==> config.mk <==
export PLATFORM = sky130hd
export DESIGN_NAME = text_sequencer
export DESIGN_NICKNAME = d
export VERILOG_FILES = /design/src/rtl/text_pkg.sv /design/src/rtl/char_fifo.sv /design/src/rtl/text_sequencer.sv
export SDC_FILE = /design/constraint.sdc
export NUM_CORES = 1
export LEC_CHECK = 0
export CAP_MARGIN = 20
export CORE_MARGIN = 4
export CORE_UTILIZATION = 50
export DETAILED_ROUTE_END_ITERATION = 8
export PLACE_DENSITY = 0.7
export SYNTH_ARGS = -nofsm -noshare
export SYNTH_HDL_FRONTEND = slang
export SYNTH_SLANG_ARGS = --single-unit
==> constraint.sdc <==
create_clock -name clock -period 3.9 [get_ports clock]
set_clock_uncertainty 0.2 [all_clocks]
set_input_delay 0.78 -clock clock [delete_from_list [all_inputs] [get_ports clock]]
set_output_delay 0.78 -clock clock [all_outputs]
set_load 0.02 [all_outputs]
pdn.png
The bar under the picture is 20 µm long. Pins as bars on the die edge. Tap cells in grey.
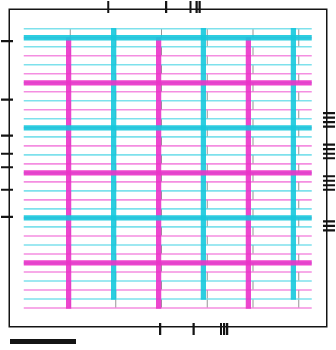
colour	net
magenta	VSS
cyan	VDD
tap cells	99
met5 straps	6
met4 straps	6
signal pins	32
core outline area: 7330 µm²
die height: 95.4 µm

cell_classes.png
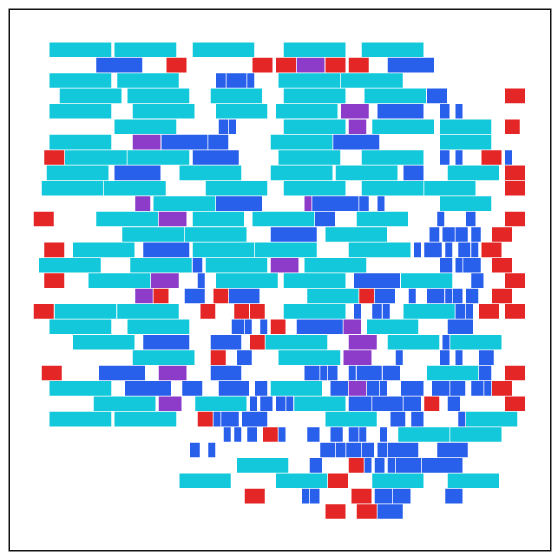
colour	class	cells	share of their area
red	other buffers and delay cells	45	9.5%
purple	clock drivers and dummy loads	16	4.1%
blue	all other logic	136	27%
cyan	flip-flops	92	60%
cell row count: 31
register share of the cell area: 58.1%
utilization after layout: 61.5%

clock_map.png
The bar under the picture is 20 µm long.
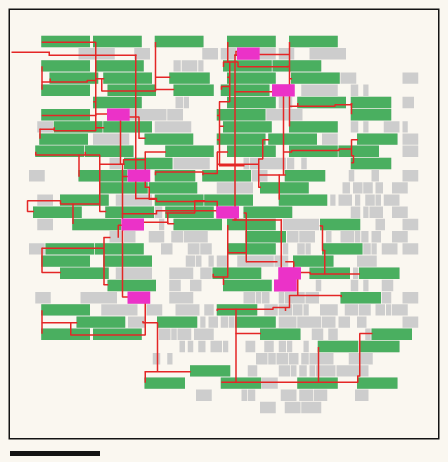
[magenta] cells driving clock nets | count: 9
[red] clock wires | length: 965 µm
[green] flip-flops | count: 92
routed clock nets	10
clock share of power: 23.3%
Clk power: 584 µW

metal_stack.png
The bar under the picture is 20 µm long. Only two layers are drawn.
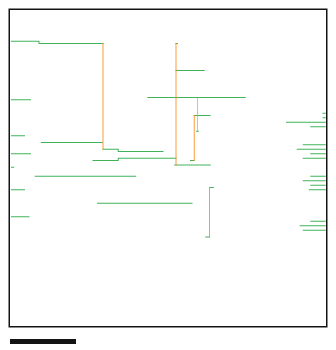
colour	layer	wire length
green	met3	315 µm
orange	met4	107 µm
all-layer global routing usage: 16.9%
via count: 2121
routed length per placed instance: 17.7 µm
Total Wirelength: 6870 µm

final_clocks.png
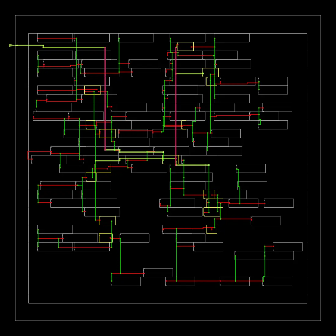
number of clock sinks seen by CTS: 92
Clock Latency Late Sink: 350 ps
flop count: 92
number of clock buffers inserted by TritonCTS: 9

==> results.cfg <==
; yosys + openroad results
[global_routing]
grt_first_pass_wirelength_um = 11200
largest_net_degree_at_the_start_of_global_routing = 29
grt_antenna_before_repair = 0
global_route.overflow_total = 0
grt_pass1_vias = 2241

[yosys]
top_cell_area_share_pct = 50.3
post_synth_inst_count = 239
syn_avg_cell_area_um2 = 16.0
seq_area_frac_synth_pct = 68.6
enable_flop_cells = 64
synth-warning-count = 0
synth.yosys.chip_area_um2 = 3820
post_synth_main_area_contributors = edfxtp_1, dfrtp_1, mux4_2
syn-num-nets = 258
yosys_most_used_dff = edfxtp_1
synth-cells-yosys = 239
library_cell_occupying_the_most_area_in_the_post_synthesis_netlist = edfxtp_1
synth.distinct_cells = 39
synth_flops = 92
most_common_cell = edfxtp_1
async_flop_share_pct = 30.4
synthTopCellsByCount = edfxtp_1, dfrtp_1, nand2_1, mux4_2, nor2_1
summed_instance_area_of_the_synthesized_netlist_um2 = 3820

[job]
log.warning_count = 26
maxCapViolCount = 0

[detailed_routing]
drt-pass1-iter-count = 4
drt_iter0_markers = 111
route.detailed.vias_per_inst = 5.47
drt.antenna.violating_nets = 0
drcViolationCount = 0

[pwr]
power-per-cell-area_nw_per_um2 = 556
vdd_ir_drop_max_mv = 0.247
power.static_leakage_uw = 0.00163

[clock_tree]
htree_num_levels = 3
tritoncts_clock_tree = built
worst_setup_hold_path_clk_slew_ps = 100
holdBufCountCts = 0
post_cts.resized_instances = 0
root_buffer = clkbuf_8
clockBufferDepth = 2
cts_setup_buffers = 0

[setup_path]
cp-start-kind = input port
critPathMostFrequentCell = nand2_1
crit_arrival_ps = 3320
cpLargestDelayFamily = simple AND/OR/NAND/NOR gates
maximum_fanout_along_the_worst_path = 10
cp_cell_sequence = clkdlybuf4s50_1, nor2b_1, or4_4, clkinv_4, nand2_1, inv_1, ha_1, a21o_1, a21oi_1, nand2_1, mux2_2, o221ai_1
worst_reg2reg_path_depth = 10
cp.buffers_inverters = 3
timing.critical_path.slowest_cell_delay_ps = 530
timing.setup.critical_path_class = input port to flop
worstSetupEndpointType = flop
crit_path_top_delay_cell = clkdlybuf4s50_1
timing.critical_path.depth = 12
timing.critical_path.required_ps = 3970
timing.reg2reg.setup_slack_ps = 940

[final_timing]
setup-violations-final = 0
hold_viol_final = 0
maxSlewViolCount = 0
max-slew-margin-rel_pct = 45.9
rsz0062_at_grt = no
timing.setup.tns_ps = 0
max_slew.worst_pin.slew_ps = 811
fmax_ghz = 0.308
worst_slack_ps = 650
final.min_clock_period_ps = 3250
final_min_period_over_clock_period_pct = 83.3

[worst_hold_path]
min_delay_path_depth = 2
holdCritPathClass = flop to flop

[finish]
number_of_antenna_diodes = 0
final-comb-area_um2 = 1150
design.final.nets = 303
area.sequential_um2 = 2620
syn_to_final_growth_pct = 18.1
drive_gt1_share_pct = 20.1
largest_reg_flops = 64
fill_cells = 557

[die]
floorplan.die_area_um2 = 9100
floorplan.die.width_um = 95.4
fp_util_pct = 52.1
io_pins = 32

[placed_design]
post-place-ws_ps = 292
finalWeightedCongestion = 0.788
dp_hpwl_um = 4530
numPortBuffers = 31

[outcome]
outcome = finished clean
cells by family (layout without fill, tap and decap cells):
logic type / Yosys count / in the layout / share of synthesized area, %
buffers and inverters: 14 / 64 / 1.87
adders and majority gates: 6 / 6 / 2.16
DFF: 92 / 92 / 68.6
muxes: 27 / 27 / 12.6
AOI/OAI and AO/OA: 25 / 25 / 3.67
xor gates and xnor gates: 5 / 5 / 1.15
and+or+nand+nor: 70 / 70 / 9.92
final cells by class:
type	instances	share of cell area (%)
Clock inverter	7	1.28
Sequential cell	92	58.1
Clock buffer	9	2.75
Multi-Input combinational cell	133	25.5
Inverter	3	0.361
Tap cell	99	2.75
Timing Repair Buffer	45	9.21
cells in the final DEF, fill, tap and decap left out, types with 4 or more instances in the layout:
master,instances
nor4b_2,5
xor2_1,5
nand2_1,25
nor2_1,12
mux2i_1,8
a21oi_1,9
nand3b_1,4
dfrtp_1,28
ha_1,5
edfxtp_1,64
clkdlybuf4s50_1,31
buf_4,14
o21ai_0,11
clkbuf_8,9
nor4_1,5
mux4_2,16
where the power goes:
group	internal, µW	total [µW]	switching [µW]
clock	241	584	343
sequential	1140	1250	107
combinational	351	676	325
through the flow:
step,cells,power [µW],instance area [µm²],util (%),hold WS (ps)
finish,388,2510,4510,61.5,290
global route,388,2660,4510,61.5,330
CTS,388,2540,4510,61.5,296
detailed placement,372,1960,4330,59.1,274
global placement,372,1940,4330,59.1,265
floorplan,239,1710,3820,-,334
metal layers:
layer / part of all wire [%] / wire (µm) / up-vias / global-route usage, %
met5: 0 / 0 / - / 0
met4: 1.6 / 107 / 0 / 7.82
met3: 4.6 / 315 / 12 / 3.08
met2: 51 / 3520 / 42 / 28.6
met1: 43 / 2930 / 1067 / 21.0
li1: - / - / 1000 / -
Power and IR drop assume default switching activity.
